$ cat config.mk
export PLATFORM = sky130hd
export DESIGN_NAME = priority_encoder_4x2_flat
export DESIGN_NICKNAME = d
export VERILOG_FILES = /design/src/rtl/priority_encoder_4x2_pkg.sv /design/src/rtl/priority_encoder_4x2_if.sv /design/src/rtl/priority_encoder_4x2_prio_enc.sv /design/src/rtl/priority_encoder_4x2.sv /design/src/flat_wrapper.sv
export SDC_FILE = /design/constraint.sdc
export NUM_CORES = 1
export LEC_CHECK = 0
export ABC_AREA = 1
export CELL_PAD_IN_SITES_DETAIL_PLACEMENT = 1
export CELL_PAD_IN_SITES_GLOBAL_PLACEMENT = 2
export CORE_MARGIN = 3
export CORE_UTILIZATION = 26
export DETAILED_ROUTE_END_ITERATION = 8
export GPL_TIMING_DRIVEN = 0
export PLACE_DENSITY = 0.87
export SLEW_MARGIN = 20
export SYNTH_ARGS = -nofsm -noshare
export SYNTH_HDL_FRONTEND = slang
export SYNTH_SLANG_ARGS = --single-unit
$ cat constraint.sdc
create_clock -name clk -period 2.7 [get_ports clk]
set_input_delay 0.405 -clock clk [delete_from_list [all_inputs] [get_ports clk]]
set_output_delay 0.405 -clock clk [all_outputs]
set_load 0.01 [all_outputs]
$ cat src/rtl/priority_encoder_4x2_pkg.sv
`default_nettype none
// ============================================================================
// Module   : priority_encoder_4x2_pkg
// Purpose  : Shared constants, FSM state encoding and helpers for the
//            4-to-2 registered priority encoder with pending/ACK handshake.
// Contents : c_req_w     - number of request lines (4)
//            c_code_w    - width of the served code (2)
//            c_drop_w    - width of the lost-request counter (4)
//            c_drop_max  - saturation value of the lost-request counter (15)
//            state_t     - IDLE (0) / HOLD (1)
//            code_to_onehot - code -> one-hot request mask
// Revision : 1.0 - initial release
// ============================================================================
package priority_encoder_4x2_pkg;

    localparam int c_req_w  = 4;
    localparam int c_code_w = 2;
    localparam int c_drop_w = 4;

    localparam logic [c_drop_w-1:0] c_drop_max = 4'd15;

    localparam logic [0:0] c_st_idle = 1'b0;
    localparam logic [0:0] c_st_hold = 1'b1;

    typedef enum logic [0:0] {
        ST_IDLE = c_st_idle,
        ST_HOLD = c_st_hold
    } state_t;

    // Mask selecting the request line named by a code.
    function automatic logic [c_req_w-1:0] code_to_onehot(input logic [c_code_w-1:0] code);
        logic [c_req_w-1:0] w_one;
        w_one = {{(c_req_w-1){1'b0}}, 1'b1};
        return w_one << code;
    endfunction

endpackage : priority_encoder_4x2_pkg
`default_nettype wire

$ cat src/rtl/priority_encoder_4x2_if.sv
`default_nettype none
// ============================================================================
// Module   : priority_encoder_4x2_if
// Purpose  : Request/acknowledge bus between a producer/consumer and the
//            priority encoder.
// Signals  : I    [3:0] request lines, I[3] highest priority
//            ACK        consumer acknowledge of the presented code
//            Y    [1:0] code of the served request line (valid while V)
//            V          code valid
//            DROP [3:0] saturating count of cycles with lost requests
// Modports : master - drives I/ACK, observes Y/V/DROP
//            slave  - the encoder side
// Revision : 1.0 - initial release
// ============================================================================
interface priority_encoder_4x2_if;
    import priority_encoder_4x2_pkg::*;

    logic [c_req_w-1:0]  I;
    logic                ACK;
    logic [c_code_w-1:0] Y;
    logic                V;
    logic [c_drop_w-1:0] DROP;

    modport master (
        output I,
        output ACK,
        input  Y,
        input  V,
        input  DROP
    );

    modport slave (
        input  I,
        input  ACK,
        output Y,
        output V,
        output DROP
    );

endinterface : priority_encoder_4x2_if
`default_nettype wire

$ cat src/rtl/priority_encoder_4x2_prio_enc.sv
`default_nettype none
// ============================================================================
// Module   : prio_enc_4x2
// Purpose  : Combinational 4-to-2 priority encoder; bit 3 wins.
// Ports    : i_pend [3:0] pending request vector
//            o_code [1:0] index of highest set bit (00 when none set)
//            o_any        at least one bit of i_pend is set
// Revision : 1.0 - initial release
// ============================================================================
module prio_enc_4x2
    import priority_encoder_4x2_pkg::*;
(
    input  logic [c_req_w-1:0]  i_pend,
    output logic [c_code_w-1:0] o_code,
    output logic                o_any
);

    always_comb begin
        o_code = 2'b00;
        if (i_pend[3]) begin
            o_code = 2'b11;
        end else if (i_pend[2]) begin
            o_code = 2'b10;
        end else if (i_pend[1]) begin
            o_code = 2'b01;
        end
    end

    assign o_any = |i_pend;

endmodule : prio_enc_4x2
`default_nettype wire

$ cat src/rtl/priority_encoder_4x2.sv
`default_nettype none
// ============================================================================
// Module   : priority_encoder_4x2
// Purpose  : Collects request pulses into a pending register and presents
//            them one at a time, highest index first, as a registered code
//            that is held until the consumer acknowledges it.
// Ports    : clk  - clock, rising edge
//            rst  - synchronous active-high reset
//            bus  - slave side of priority_encoder_4x2_if (I, ACK in;
//                   Y, V, DROP out, all outputs registered)
// Revision : 1.0 - initial release
// ============================================================================
module priority_encoder_4x2
    import priority_encoder_4x2_pkg::*;
(
    input  logic                   clk,
    input  logic                   rst,
    priority_encoder_4x2_if.slave  bus
);

    state_t              r_state;
    state_t              w_state_nxt;
    logic [c_req_w-1:0]  r_pend;
    logic [c_code_w-1:0] r_y;
    logic [c_code_w-1:0] w_y_nxt;
    logic                r_v;
    logic                w_v_nxt;
    logic [c_drop_w-1:0] r_drop;

    logic [c_req_w-1:0]  w_clr;
    logic                w_drop_hit;
    logic [c_code_w-1:0] w_code;
    logic                w_any;

    prio_enc_4x2 u_prio_enc (
        .i_pend (r_pend),
        .o_code (w_code),
        .o_any  (w_any)
    );

    // Only an acknowledged, presented code retires its pending bit; ACK
    // with nothing presented has no effect.
    assign w_clr = (r_v && bus.ACK) ? code_to_onehot(r_y) : '0;

    // A request is lost when its line is already pending and is not being
    // retired this cycle. A new request coinciding with the retire simply
    // re-arms the bit.
    assign w_drop_hit = |(bus.I & r_pend & ~w_clr);

    always_comb begin
        w_state_nxt = r_state;
        w_y_nxt     = r_y;
        w_v_nxt     = r_v;
        case (r_state)
            ST_IDLE: begin
                if (w_any) begin
                    w_y_nxt     = w_code;
                    w_v_nxt     = 1'b1;
                    w_state_nxt = ST_HOLD;
                end
            end
            ST_HOLD: begin
                // The presented code is frozen until acknowledged, even if a
                // higher-priority request arrives meanwhile.
                if (bus.ACK) begin
                    w_v_nxt     = 1'b0;
                    w_state_nxt = ST_IDLE;
                end
            end
            default: begin
                w_v_nxt     = 1'b0;
                w_state_nxt = ST_IDLE;
            end
        endcase
    end

    always_ff @(posedge clk) begin
        if (rst) begin
            r_state <= ST_IDLE;
            r_pend  <= '0;
            r_y     <= '0;
            r_v     <= 1'b0;
            r_drop  <= '0;
        end else begin
            r_state <= w_state_nxt;
            r_pend  <= (r_pend & ~w_clr) | bus.I;
            r_y     <= w_y_nxt;
            r_v     <= w_v_nxt;
            if (w_drop_hit && (r_drop != c_drop_max)) begin
                r_drop <= r_drop + 4'd1;
            end
        end
    end

    assign bus.Y    = r_y;
    assign bus.V    = r_v;
    assign bus.DROP = r_drop;

endmodule : priority_encoder_4x2
`default_nettype wire

$ cat src/flat_wrapper.sv
// flat-port wrapper written by rule: the top's interface ports become plain ports
module priority_encoder_4x2_flat import priority_encoder_4x2_pkg::*;
  (clk, rst, bus_I, bus_ACK, bus_Y, bus_V, bus_DROP);
  priority_encoder_4x2_if bus_i ();
  input  logic clk;
  input  logic rst;
  input wire logic [$bits(bus_i.I)-1:0] bus_I;
  input wire logic [$bits(bus_i.ACK)-1:0] bus_ACK;
  output wire logic [$bits(bus_i.Y)-1:0] bus_Y;
  output wire logic [$bits(bus_i.V)-1:0] bus_V;
  output wire logic [$bits(bus_i.DROP)-1:0] bus_DROP;
  assign bus_i.I = bus_I;
  assign bus_i.ACK = bus_ACK;
  assign bus_Y = bus_i.Y;
  assign bus_V = bus_i.V;
  assign bus_DROP = bus_i.DROP;
  priority_encoder_4x2 u_core (.clk(clk), .rst(rst), .bus(bus_i));
endmodule
==> results.env, run 1 <==
POWER.STATIC_LEAKAGE_nW=0.388
FIN_TNS_SETUP_NS=0
FINAL_CELL_AREA_UM2=812
PERIOD_NEEDED_NS=1.76
SYNTH.YOSYS.NUM_CELLS=97
DRT-WIRELENGTH-PER-CELL_UM=11.4
PATH_DELAY_FAMILY='buffers and inverters'
DIE_Y_UM=54.5
DETAILEDPLACE.WORSTSLACK_NS=0.831
CORE_UM2=2080
VIA_PER_INST=4.50
CRIT_TYPE='reg -> out'
GLOBALROUTEOVERFLOWTOTAL=0
SETUP_REPAIR_AFTER_GLOBAL_ROUTING_MISSED_ITS_MARGIN='no'
TOP_CELLS_BY_AREA_IN_THE_SYNTHESIZED_NETLIST='sky130_fd_sc_hd__dfxtp_1 (39%), sky130_fd_sc_hd__nor2_1 (15%), sky130_fd_sc_hd__nand2_1 (13%), sky130_fd_sc_hd__inv_1 (8.6%), sky130_fd_sc_hd__a21oi_1 (5.7%)'
YOSYSCHIPAREA_UM2=612
CRITPATHCAPTURETYPE='output port'
STDCELL_COUNT=141
VIAS=634
SKEW_NS=0.00592
CHIP_AREA_UM2=2970
SYNTHESIS.YOSYS.WARNINGS=0
SYNTH.CELL_AREA_UM2=612
INITCOREUTIL_PCT=29.4
STATUS='finished clean'
CLOCK_SINKS=12
DIODES=0
WORSTSKEWPAIRLATENCY_NS=0.28
REMAINING_MAX_SLEW_BUDGET_AT_THE_TIGHTEST_PIN_PCT=79.7
POWERDENSITY_nW_PER_UM2=563
POST-ROUTE-WORST-SETUP-SLACK_NS=0.943
GRT_START_MAX_NET_PINS=8
PLACED_CELL_AREA_UM2=776
GP_CONGESTION=0.706
1ST_ITER_DRT_VIOLS=8
ANTENNA_VIOLATIONS_BEFORE_REPAIR=0
CTS_REPAIR_RESIZE_COUNT=0
PLACEMENT_ROWS=16
FMAX_GHz=0.569
AREA_DELTA_SYNTH_FINAL_PCT=32.7
DIE.SIZE.X_UM=54.5
GRT_PASS1_WL_UM=2950
FINALPOWER_uW=457
POST_LAYOUT_PERIOD_USAGE_OF_THE_WORST_PATH_PCT=65.1
PORTION_OF_THE_POST_SYNTHESIS_AREA_USED_BY_SEQUENTIAL_ELEMENTS_PCT=39.3
FIRST_GLOBAL_VIAS=665
CTS_TREE='built'
## run 1: routing by layer
layer  GRT usage [%]  share of wire (%)
met1            19.7                 52
met2            19.5                 44
met3            3.54                3.0
met4            7.47                1.6
met5               0                  0
## run 1: report_power, final
part           internal, mW  total (mW)  switching [mW]
sequential            0.193       0.211          0.0183
combinational        0.0465      0.0973          0.0508
clock                0.0821       0.149          0.0665
total                 0.321       0.457           0.136
## run 1: kinds of logic (layout without fill, tap and decap cells)
| family | after synthesis | count (layout) | share of synthesized area, % |
|---|---|---|---|
| and+or+nand+nor | 57 | 57 | 38.7 |
| DFF | 12 | 12 | 39.3 |
| AOI/OAI and AO/OA | 13 | 13 | 11.5 |
| buffers and inverters | 14 | 31 | 8.59 |
| adders and majority gates | 1 | 1 | 2.04 |
## run 1: layout make-up
class	count	area (µm²)	area share, %
sequential	12	240	29.6
timing repair buffer	13	130	16.0
tap	27	33.8	4.16
multi-input combinational	71	319	39.3
inverter	14	52.6	6.47
clock buffer	4	36.3	4.47
## run 1: per-stage QoR
step | util, % | hold WS [ns]
2_1_floorplan | - | 0.454
3_3_place_gp | 37.3 | 0.473
3_5_place_dp | 37.3 | 0.483
4_1_cts | 39.0 | 0.504
5_1_grt | 39.0 | 0.558
6_report | 39.0 | 0.498
## run 1: flip-flops by register name, summed over array words and instances (netlist names)
signal           count
u_core.bus.DROP      4
u_core.bus.V         1
u_core.bus.Y         2
u_core.r_pend        4
u_core.r_state       1
## run 1: path summary, 6_finish.rpt
kind         slack (ns)                         start                         endpoint  depth (start not counted)
max reg2reg        1.41  u_core.bus.Y[0]$_SDFFE_PP0P_  u_core.bus.DROP[0]$_SDFFE_PP0P_                          9
min                0.50     u_core.r_state$_SDFF_PP0_        u_core.r_state$_SDFF_PP0_                          2
max                0.94  u_core.bus.Y[1]$_SDFFE_PP0P_                         bus_Y[1]                          1
min reg2reg        0.50     u_core.r_state$_SDFF_PP0_        u_core.r_state$_SDFF_PP0_                          2
## run 1: layout by cell type (no fill, tap or decap), types with 3 or more instances in the layout
master / instances
sky130_fd_sc_hd__a21oi_1: 7
sky130_fd_sc_hd__clkbuf_4: 3
sky130_fd_sc_hd__clkdlybuf4s50_1: 13
sky130_fd_sc_hd__dfxtp_1: 12
sky130_fd_sc_hd__inv_1: 14
sky130_fd_sc_hd__nand2_1: 21
sky130_fd_sc_hd__nand2_2: 3
sky130_fd_sc_hd__nand3_1: 5
sky130_fd_sc_hd__nor2_1: 24
sky130_fd_sc_hd__o21ai_0: 4
## run 1: synthesized netlist by cell type
master,number
sky130_fd_sc_hd__a21oi_1,7
sky130_fd_sc_hd__dfxtp_1,12
sky130_fd_sc_hd__ha_1,1
sky130_fd_sc_hd__inv_1,14
sky130_fd_sc_hd__nand2_1,21
sky130_fd_sc_hd__nand2_2,3
sky130_fd_sc_hd__nand3_1,5
sky130_fd_sc_hd__nand4_1,1
sky130_fd_sc_hd__nor2_1,24
sky130_fd_sc_hd__nor2_2,2
sky130_fd_sc_hd__nor3_1,1
sky130_fd_sc_hd__o21ai_0,4
sky130_fd_sc_hd__o21bai_1,2
==> run_1/m1.png <==
Scale bar: 20 µm.
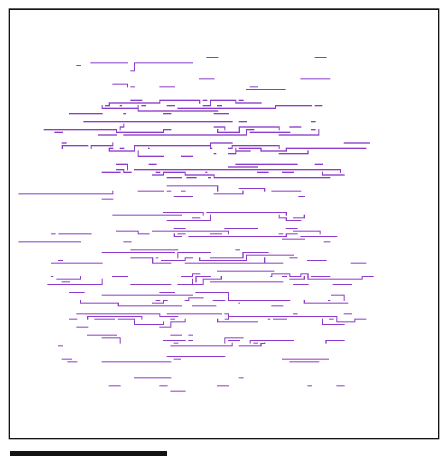
longest straight run	26.2 µm
share of all routed wire	52%
wire length on this layer	832 µm

==> run_1/m2.png <==
Scale bar: 20 µm.
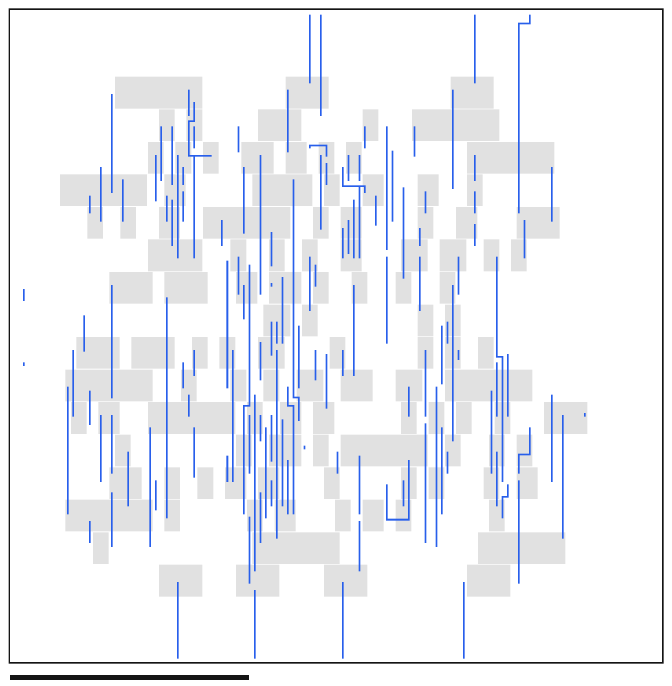
wire length on this layer	703 µm
share of all routed wire	44%
longest straight run	18.4 µm

==> run_1/m3.png <==
Scale bar: 20 µm.
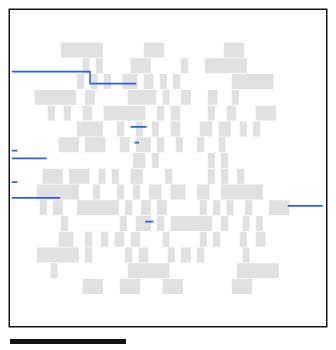
main direction	horizontal
share of all routed wire	3.0%

==> run_1/congestion_map.png <==
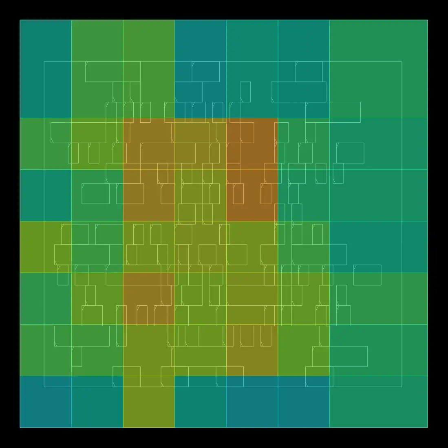

## Run 2: what changed since run 1
- CORE_UTILIZATION: 26 -> 22
- PLACE_DENSITY: 0.87 -> 0.79
- clock period: 2.7 -> 1.6 ns (I/O delays scaled with it)
==> run_2/congestion_map.png <==
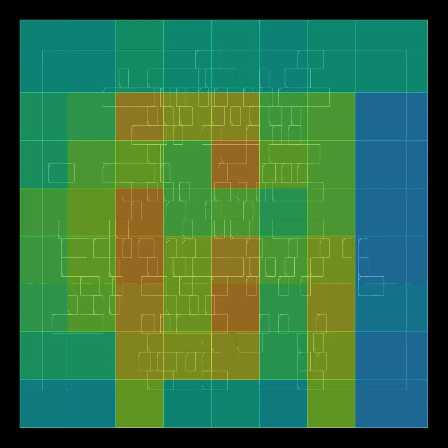
Global Route met3 Usage: 2.63%
GRT met1 Usage: 13.2%

==> results.env, run 2 <==
CRIT_TYPE='reg -> out'
GRT_START_MAX_NET_PINS=8
CORE_UM2=2570
GLOBALROUTEOVERFLOWTOTAL=0
VIAS=632
VIA_PER_INST=4.39
FINISH.UTILIZATION_PCT=31.8
CRITPATHCAPTURETYPE='output port'
TIMING.HOLD.WS_NS=0.491
SYNTHESIS.YOSYS.WARNINGS=0
SETUP_REPAIR_AFTER_GLOBAL_ROUTING_MISSED_ITS_MARGIN='no'
MOSTFREQUENTLAYOUTCELLS='sky130_fd_sc_hd__nor2_1 (24), sky130_fd_sc_hd__nand2_1 (21), sky130_fd_sc_hd__inv_1 (14)'
STDCELL_COUNT=144
SYNTH_ASYNC_SR_FLOP_SHARE_PCT=0
LAY_TOP_COUNT='sky130_fd_sc_hd__nor2_1'
POST_LAYOUT_PERIOD_USAGE_OF_THE_WORST_PATH_PCT=94.8
POWERDENSITY_nW_PER_UM2=946
NETLIST_TOP_CELLS_COUNT='sky130_fd_sc_hd__nor2_1 (24), sky130_fd_sc_hd__nand2_1 (21), sky130_fd_sc_hd__inv_1 (14)'
CLOCK_SINKS=12
DRT-WIRELENGTH-PER-CELL_UM=11.3
REMAINING_MAX_SLEW_BUDGET_AT_THE_TIGHTEST_PIN_PCT=81.1
CTS_TREE='built'
STATUS='finished clean'
FIRST_GLOBAL_VIAS=624
POWER.STATIC_LEAKAGE_nW=0.389
SYNTH.CELLMIX.SIMPLESHARE_PCT=38.7
TOP_CELLS_BY_AREA_IN_THE_SYNTHESIZED_NETLIST='sky130_fd_sc_hd__dfxtp_1 (39%), sky130_fd_sc_hd__nor2_1 (15%), sky130_fd_sc_hd__nand2_1 (13%), sky130_fd_sc_hd__inv_1 (8.6%), sky130_fd_sc_hd__a21oi_1 (5.7%)'
SYNTH.YOSYS.NUM_CELLS=97
GRT_PASS1_WL_UM=2780
XOR_SHARE_PCT=0
FINALPOWER_uW=773
ADDER_AND_MAJORITY_CELL_FRACTION_OF_THE_SYNTHESIZED_AREA_PCT=2.04
CHIP_AREA_UM2=3450
GP_CONGESTION=0.708
SYNTHFLOPTYPE='sky130_fd_sc_hd__dfxtp_1'
PATH_DELAY_FAMILY='buffers and inverters'
SYNTH.CELL_AREA_UM2=612
DETAILEDPLACE.WORSTSLACK_NS=-0.110
PLACEMENT_ROWS=18
EDF_COUNT=0
DIE_Y_UM=58.7
SKEW_NS=0.00280
POST_SYNTH_AO_OA_AREA_FRACTION_PCT=11.5
NETLIST_LOGIC_FAMILY_TOP='simple AND/OR/NAND/NOR gates'
1ST_ITER_DRT_VIOLS=11
DIE.SIZE.X_UM=58.7
DIODES=0
PORTION_OF_THE_POST_SYNTHESIS_AREA_USED_BY_SEQUENTIAL_ELEMENTS_PCT=39.3
TOP_CELL='sky130_fd_sc_hd__nor2_1'
==> run_2/m3.png <==
Scale bar: 20 µm.
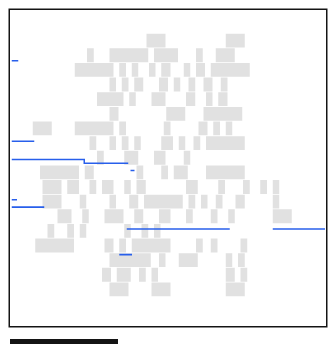
longest straight run	18.9 µm
wire length on this layer	63.9 µm
share of all routed wire	3.9%
main direction	horizontal
nets with wire on the layer	7

[run 2: logic make-up (layout without fill, tap and decap cells)]
group           after synthesis  count (layout)
buf+inv                      14              31
compound gates               13              13
flops                        12              12
fa+ha+maj                     1               1
simple gates                 57              57
[run 2: worst paths after layout]
kind / start / end / depth (start not counted) / slack, ns
setup / recovery: u_core.bus.DROP[2]$_SDFFE_PP0P_ / bus_DROP[2] / 1 / 0.08
hold / removal: u_core.r_state$_SDFF_PP0_ / u_core.r_state$_SDFF_PP0_ / 2 / 0.49
setup reg to reg: u_core.bus.V$_SDFFE_PP0P_ / u_core.bus.DROP[0]$_SDFFE_PP0P_ / 9 / 0.29
hold reg to reg: u_core.r_state$_SDFF_PP0_ / u_core.r_state$_SDFF_PP0_ / 2 / 0.49
[run 2: final cells by class]
type	count	area (µm²)	area share, %
Sequential cell	12	241	29.6
Multi-Input combinational cell	71	319	39.1
Clock buffer	4	36.3	4.44
Inverter	14	52.6	6.43
Tap cell	30	37.5	4.59
Timing Repair Buffer	13	130	15.9
[run 2: what timing repair did]
item / CTS / global route
setup endpoints to repair: 1 / 0
hold buffers: 0 / 0
setup buffers: 0 / 0
gates resized: 1 / 0
[run 2: per-stage QoR]
step | instance area [µm²] | TNS (ns)
2_1_floorplan | 612 | 0
4_1_cts | 817 | 0
3_3_place_gp | 779 | -0.115
3_5_place_dp | 779 | -0.250
6_report | 817 | 0
5_1_grt | 817 | 0
[run 2: power breakdown]
part | total, mW | internal [mW] | switching [mW]
Sequential | 0.356 | 0.326 | 0.0299
Combinational | 0.164 | 0.0781 | 0.0857
Clock | 0.253 | 0.138 | 0.115
[run 2: per-layer routing]
layer | GRT usage [%] | vias to the layer above | share of wire [%]
li1 | - | 335 | -
met1 | 13.2 | 284 | 45
met2 | 17.2 | 9 | 49
met3 | 2.63 | 4 | 3.9
met4 | 7.77 | 0 | 2.1
met5 | 0 | - | 0
## Run 3: what changed since run 2
- TNS_END_PERCENT: unset -> 50
==> run_3/m1.png <==
Scale bar: 20 µm.
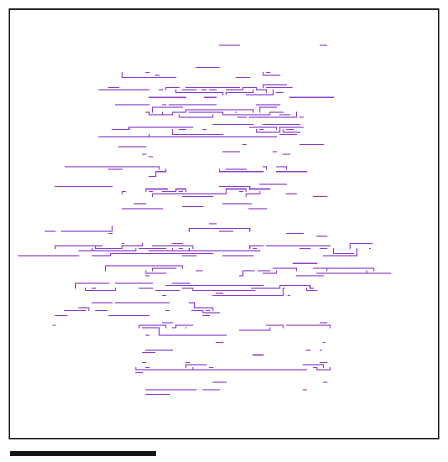
via count: 632
DRT Wirelength: 1620 µm

==> results.env, run 3 <==
STATUS='finished clean'
CORE_UM2=2570
TOP_CELL='sky130_fd_sc_hd__nor2_1'
CP.DEPTH=1
DETAILEDPLACE.WORSTSLACK_NS=-0.110
VIA_PER_INST=4.39
GRT_START_MAX_NET_PINS=8
R2R_END='u_core.bus.DROP[0]$_SDFFE_PP0P_'
1ST_ITER_DRT_VIOLS=11
POST-ROUTE-WORST-SETUP-SLACK_NS=0.0827
CRITPATHCAPTURETYPE='output port'
FINAL_CELL_AREA_UM2=817
DRT-WIRELENGTH-PER-CELL_UM=11.3
CTS.REPAIR_TIMING.SETUP_BUFFER_COUNT=0
INITCOREUTIL_PCT=23.8
POWER.STATIC_LEAKAGE_nW=0.389
NETLIST_TOP_CELLS_COUNT='sky130_fd_sc_hd__nor2_1 (24), sky130_fd_sc_hd__nand2_1 (21), sky130_fd_sc_hd__inv_1 (14)'
GP_CONGESTION=0.708
PATH_DELAY_FAMILY='buffers and inverters'
R2R_CELLS=9
FINALPOWER_uW=773
CTS_TREE='built'
ANTENNA_VIOLATIONS_BEFORE_REPAIR=0
CTS_HOLD_REPAIR.BUFFERS=0
CRIT_TYPE='reg -> out'
==> run_3/m2.png <==
Scale bar: 20 µm.
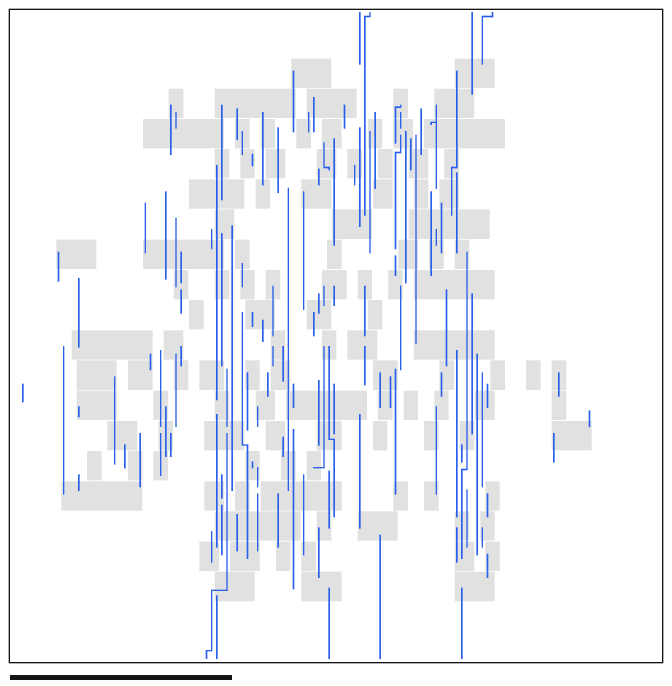
longest straight run	27.2 µm
wire length on this layer	792 µm
nets with wire on the layer	104
main direction	vertical
share of all routed wire	49%

run 3: final cells by class:
cell class	instances	area, µm²
Clock buffer	4	36.3
Fill cell	346	1750
Inverter	14	52.6
Multi-Input combinational cell	71	319
Sequential cell	12	241
Tap cell	30	37.5
Timing Repair Buffer	13	130
run 3: layer usage:
layer  part of all wire (%)  track usage [%]  vias up
li1                       -                -      335
met1                     45             13.2      284
met2                     49             17.2        9
met3                    3.9             2.63        4
met4                    2.1             7.77        0
met5                      0                0        -
run 3: worst min-delay path: stages (launching register included):
cell,delay [ns]
sky130_fd_sc_hd__dfxtp_1,0.35
sky130_fd_sc_hd__o21bai_1,0.08
sky130_fd_sc_hd__inv_1,0.04
run 3: worst min-delay path by stage:
| stage | depth (start not counted) | startpoint | slack, ns | endpoint |
|---|---|---|---|---|
| after CTS | 2 | u_core.r_state$_SDFF_PP0_ | 0.50 | u_core.r_state$_SDFF_PP0_ |
| after global routing | 2 | u_core.r_state$_SDFF_PP0_ | 0.52 | u_core.r_state$_SDFF_PP0_ |
| final | 2 | u_core.r_state$_SDFF_PP0_ | 0.49 | u_core.r_state$_SDFF_PP0_ |
| after floorplan | 1 | rst | 0.31 | u_core.bus.Y[1]$_SDFFE_PP0P_ |
| after global placement | 2 | u_core.r_state$_SDFF_PP0_ | 0.47 | u_core.r_state$_SDFF_PP0_ |
| after detailed placement | 2 | u_core.r_state$_SDFF_PP0_ | 0.48 | u_core.r_state$_SDFF_PP0_ |
run 3: per-stage QoR:
stage | util [%] | TNS (ns) | hold WS, ns
after global placement | 30.4 | -0.115 | 0.472
after floorplan | - | 0 | 0.309
after global routing | 31.8 | 0 | 0.524
final | 31.8 | 0 | 0.491
after detailed placement | 30.4 | -0.250 | 0.478
after CTS | 31.8 | 0 | 0.501
run 3: where the power goes:
group          internal (mW)  leakage (nW)  total, mW  switching, mW
sequential             0.326         0.100      0.356         0.0299
clock                  0.138        0.0210      0.253          0.115
combinational         0.0781         0.268      0.164         0.0857
run 3: cell families after synthesis:
logic type | count (synthesis) | synth area share [%]
compound gates | 13 | 11.5
simple gates | 57 | 38.7
flops | 12 | 39.3
fa+ha+maj | 1 | 2.04
buf+inv | 14 | 8.59
run 3: repair_timing:
item,CTS,global route
setup endpoints to repair,1,0
endpoints found under the hold margin,0,0
resized,1,0

==> layout pictures side by side <==
Local utilization.
Plate I
12 x 12 tiles, from white (low) to dark blue (high), 0 to 100% covered.
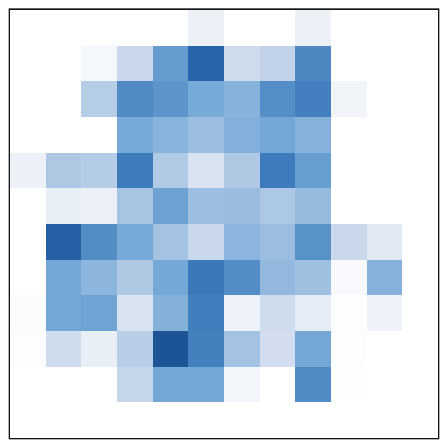
Plate II
11 x 11 tiles, from white (low) to dark blue (high), 0 to 100% covered.
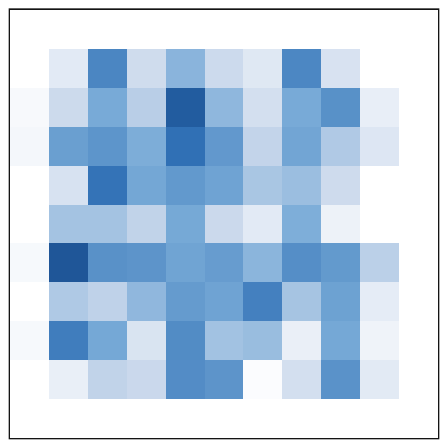
- Plate II = run 1
- Plate I = run 3

Power and IR drop assume default switching activity.
